### src/rtl/reset_release_sequencer.sv
`default_nettype none
// ============================================================================
// Module      : reset_release_sequencer
// Description : Staged reset generator. The async_i input forces every reset
//               output high at once. Release is synchronized to clk_i,
//               qualified by a synchronized lock, stretched by a hold counter
//               and then applied one output at a time, GAP_CYCLES apart.
// Ports       : clk_i      - single clock, rising edge
//               async_i    - asynchronous active-high reset, clears all state
//               lock_i     - asynchronous qualifier (e.g. PLL locked)
//               soft_req_i - synchronous one-cycle request to re-run sequence
//               rst_out_o  - NUM_OUTS active-high resets, bit 0 released first
//               ready_o    - high once every rst_out_o bit is released
// Revision    : 1.0 - initial release
// ============================================================================
module reset_release_sequencer #(
  parameter int SYNC_STAGES = 2,   // synchronizer depth, >= 2
  parameter int HOLD_CYCLES = 16,  // qualified cycles before first release, >= 1
  parameter int NUM_OUTS    = 3,   // number of staged outputs, >= 1
  parameter int GAP_CYCLES  = 4    // cycles between releases, >= 1
) (
  input  logic                clk_i,
  input  logic                async_i,
  input  logic                lock_i,
  input  logic                soft_req_i,
  output logic [NUM_OUTS-1:0] rst_out_o,
  output logic                ready_o
);

  localparam int HOLD_W = (HOLD_CYCLES > 1) ? $clog2(HOLD_CYCLES) : 1;
  localparam int GAP_W  = (GAP_CYCLES  > 1) ? $clog2(GAP_CYCLES)  : 1;
  localparam int IDX_W  = $clog2(NUM_OUTS + 1);

  localparam logic [HOLD_W-1:0] HOLD_LAST = HOLD_W'(HOLD_CYCLES - 1);
  localparam logic [GAP_W-1:0]  GAP_LAST  = GAP_W'(GAP_CYCLES - 1);
  localparam logic [IDX_W-1:0]  IDX_DONE  = IDX_W'(NUM_OUTS);

  localparam logic [1:0] ST_HOLD    = 2'd0;
  localparam logic [1:0] ST_RELEASE = 2'd1;
  localparam logic [1:0] ST_RUN     = 2'd2;

  // Synchronizer chains. Only stage 0 may see a recovery violation when
  // async_i falls close to a clock edge; the remaining stages resolve it.
  logic [SYNC_STAGES-1:0] rst_sync_q;
  logic [SYNC_STAGES-1:0] lock_sync_q;
  logic                   sync_ok;
  logic                   lock_s;

  logic [1:0]          state_q,   state_d;
  logic [HOLD_W-1:0]   hold_q,    hold_d;
  logic [GAP_W-1:0]    gap_q,     gap_d;
  logic [IDX_W-1:0]    idx_q,     idx_d;
  logic [NUM_OUTS-1:0] rst_out_q, rst_out_d;
  logic                ready_q,   ready_d;

  assign sync_ok = rst_sync_q[SYNC_STAGES-1];
  assign lock_s  = lock_sync_q[SYNC_STAGES-1];

  always_ff @(posedge clk_i or posedge async_i) begin
    if (async_i) begin
      rst_sync_q  <= '0;
      lock_sync_q <= '0;
    end else begin
      rst_sync_q  <= {rst_sync_q[SYNC_STAGES-2:0], 1'b1};
      lock_sync_q <= {lock_sync_q[SYNC_STAGES-2:0], lock_i};
    end
  end

  always_comb begin
    state_d   = state_q;
    hold_d    = hold_q;
    gap_d     = gap_q;
    idx_d     = idx_q;
    rst_out_d = rst_out_q;
    ready_d   = ready_q;

    if (soft_req_i || !lock_s) begin
      // Abort from any state: back to the reset values on this edge.
      state_d   = ST_HOLD;
      hold_d    = '0;
      gap_d     = '0;
      idx_d     = '0;
      rst_out_d = '1;
      ready_d   = 1'b0;
    end else begin
      case (state_q)
        ST_HOLD: begin
          // sync_ok low with lock_s high only occurs while the reset chain
          // is still filling; the count simply waits.
          if (sync_ok) begin
            if (hold_q == HOLD_LAST) begin
              state_d      = ST_RELEASE;
              hold_d       = '0;
              gap_d        = '0;
              idx_d        = IDX_W'(1);
              rst_out_d[0] = 1'b0;
            end else begin
              hold_d = hold_q + HOLD_W'(1);
            end
          end
        end

        ST_RELEASE: begin
          // ready follows one edge after the final bit clears, so with a
          // single output this state is left on the very next edge.
          if (idx_q == IDX_DONE) begin
            state_d   = ST_RUN;
            gap_d     = '0;
            idx_d     = '0;
            rst_out_d = '0;
            ready_d   = 1'b1;
          end else if (gap_q == GAP_LAST) begin
            gap_d = '0;
            idx_d = idx_q + IDX_W'(1);
            for (int i = 0; i < NUM_OUTS; i++) begin
              if (idx_q == IDX_W'(i)) begin
                rst_out_d[i] = 1'b0;
              end
            end
          end else begin
            gap_d = gap_q + GAP_W'(1);
          end
        end

        ST_RUN: begin
          rst_out_d = '0;
          ready_d   = 1'b1;
        end

        default: begin
          state_d   = ST_HOLD;
          hold_d    = '0;
          gap_d     = '0;
          idx_d     = '0;
          rst_out_d = '1;
          ready_d   = 1'b0;
        end
      endcase
    end
  end

  // Outputs come straight from flops so they cannot glitch.
  always_ff @(posedge clk_i or posedge async_i) begin
    if (async_i) begin
      state_q   <= ST_HOLD;
      hold_q    <= '0;
      gap_q     <= '0;
      idx_q     <= '0;
      rst_out_q <= '1;
      ready_q   <= 1'b0;
    end else begin
      state_q   <= state_d;
      hold_q    <= hold_d;
      gap_q     <= gap_d;
      idx_q     <= idx_d;
      rst_out_q <= rst_out_d;
      ready_q   <= ready_d;
    end
  end

  assign rst_out_o = rst_out_q;
  assign ready_o   = ready_q;

endmodule
`default_nettype wire

### config.mk
export PLATFORM = sky130hd
export DESIGN_NAME = reset_release_sequencer
export DESIGN_NICKNAME = d
export VERILOG_FILES = /design/src/rtl/reset_release_sequencer.sv
export SDC_FILE = /design/constraint.sdc
export NUM_CORES = 1
export LEC_CHECK = 0
export ABC_AREA = 1
export ABC_CLOCK_PERIOD_IN_PS = 1500
export CORE_MARGIN = 2
export CORE_UTILIZATION = 55
export DETAILED_ROUTE_END_ITERATION = 8
export GPL_TIMING_DRIVEN = 0
export PLACE_DENSITY = 0.76
export REMOVE_ABC_BUFFERS = 1
export SLEW_MARGIN = 20
export SYNTH_ARGS = -nofsm -noshare
export SYNTH_HDL_FRONTEND = slang
export SYNTH_SLANG_ARGS = --single-unit
### constraint.sdc
create_clock -name clk_i -period 1.5 [get_ports clk_i]
set_input_delay 0.3 -clock clk_i [delete_from_list [all_inputs] [get_ports clk_i]]
set_output_delay 0.3 -clock clk_i [all_outputs]
set_load 0.05 [all_outputs]
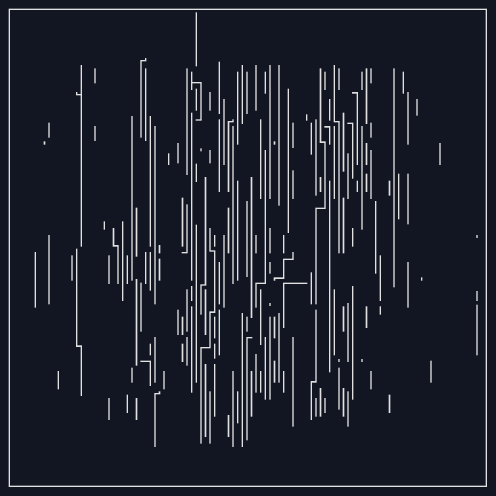
(metal 2)
Drawn at 10 px/um.
The layer carries 925 um of wire. 117 nets have wire on it. The longest straight run is 21.8 um. The wires run mostly vertical. The layer holds 48% of the routed length.

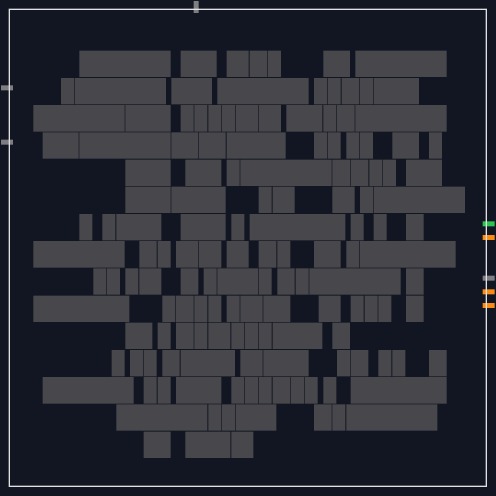
(pin placement)
Drawn at 10 px/um. Pins as bars across the die edge, other pins in gray.
Key: green = async_i [pins 1, direction input, edge east]; orange = rst_out_o [pins 3, direction output, edge east]

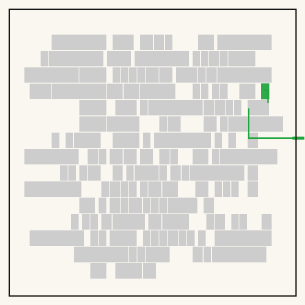
(wires at chosen ports, followed through buffers)
Drawn at 6 px/um.
Key: green = async_i [direction input, edge east, end cells 1, buffers 1, wire 15.1 um]

==> reports/qor.yml <==
critical-path-max-stage-delay_ps: 450
worst-r2r-cell-count: 8
clkCellAreaFrac_pct: 2.96
core.rowCount: 15
sequential_cell_area_share_pct: 37.1
post-route-worst-setup-slack_ps: 60.6
min_to: "lock_sync_q[1]"
timing.max_cap.violations: 0
finish.utilization_pct: 69.6
critical_path_arrival_ps: 1660
drtAntennaViolNets: 0
post_drt_via_cell_ratio: 5.05
logic_family: "simple AND/OR/NAND/NOR gates"
worst_path_max_delay_cell: "dfrtp_2"
synth_top_cell_by_count: "nand2_1"
final_layout_top_logic_cells: "nand2_1, inv_1, dfrtp_1, nand3_1, ha_1"
most_used_layer_global_route: "met2"
cts.path.max_buffers: 2
synth_top_cell_by_area: "dfrtp_1"
floorplan.die.width_um: 47.6
synth.lib_cells_used.distinct: 17
use_met1_pct: 26.2
antenna_cells: 0
vias: 853
tap-cell-count: 25
critical_path_cell_count: 8
most_flops_register: "hold_q"
grt_antenna_before_repair: 0
syn_area_mm2: 0.00104
postLayoutCellArea_mm2: 0.00123
worstPathBufferInverterCount: 2
nets: 160
rr_startpoint: "state_q[0]"
setup_total_negative_slack_ps: 0
rsz0062_at_grt: "yes"
tool_warnings: 33
cpLargestDelayFamily: "flip-flops"
routed_wl_um: 1910
numClockSinks: 18
dp_cells: 161
criticalPathCategory: "reg -> reg"
power_switching_share_pct: 32.1
m1WireLength_um: 895
hpwl_um: 1380
asyncSetResetFlopFracSynth_pct: 100
critPathMaxFanout: 8
groute.usage.overall_pct: 19.0
yosys_warnings: 0
buffers: 11
layout.sequential_cells: 18
synth_compound_gate_area_share_pct: 4.92
end_kind: "register"
setup_viol_count_final: 0
drcViolationCount: 0
setup.worst_path.end: "gap_q[1]"
status: "finished, final reports clean"
final-max-slew-violation-count: 0
largest_reg_flops: 4
combinational_cell_area_excluding_buffers_and_inverters_um2: 553
fp_util_pct: 59.1
power_mw: 1.13
gr-usage-met3_pct: 3.40
flip_flops_with_a_built_in_enable: 0
use_met2_pct: 31.1
power.sequential.fraction_pct: 49.4
drive_gt1_share_pct: 24.3
combAreaFraction_pct: 45.1
synth-adder-area-share_pct: 13.2
post_synth_main_area_contributors: "dfrtp_1, nand2_1, ha_1"
comb_power_share_pct: 23.5
area_dominant_class: "combinational gates"
detailroute.wirelength.met2_um: 924
switching_power_total_mw: 0.362
route.detailed.wl_per_inst_um: 11.3
layout.buffer.nonclock.area_share_pct: 6.52
power.density_mw_per_mm2: 919
r2r-end: "gap_q[1]"
yosys-stat-area_mm2: 0.00104
mux_area_share_pct: 0
htree_levels: 1
synth-cells-yosys: 129
worst_hold_path.num_cells: 0
pin_count: 8
routed-wl-met3_um: 67
grt_pass1_vias: 728
port_buffers: 7
clk_ins_delay_skew_pair_ps: 300
top_cell_area_share_pct: 36.0
critPathMostFrequentCell: "inv_1"
place_congestion: 0.835
share_clk_of_total_power_pct: 27.1
first_pass_iters: 4
timing.critical_path.required_ps: 1720
fp.coreArea_mm2: 0.00176
power_clock_mw: 0.306
power.combinational.total_mw: 0.265
buffers_inserted_during_post_cts_setup_optimization: 0
synth.avg_cell_area_um2: 8.09
flow.area_growth_from_synthesis_pct: 17.6
residual_overflow_from_global_routing: 0
grt_pass1_wl_um: 3040
non_clock_inverter_count: 19
ctsHoldBuffers: 0
final_layout_top_logic_cell: "nand2_1"
ys_seq_share_pct: 43.5
leakagePower_nw: 0.638
max_vdd_drop_mv: 0.679
setup.reg_to_reg.worst_slack_ps: 60
worst_hold_startpoint: "lock_sync_q[0]"
maxSlewHeadroom_pct: 54.4
post_detailed_placement_cell_area_mm2: 0.00114
maxPowerGroup: "sequential cells"
drt_iter0_markers: 29
maxUsedRoutingLayer: "met4"
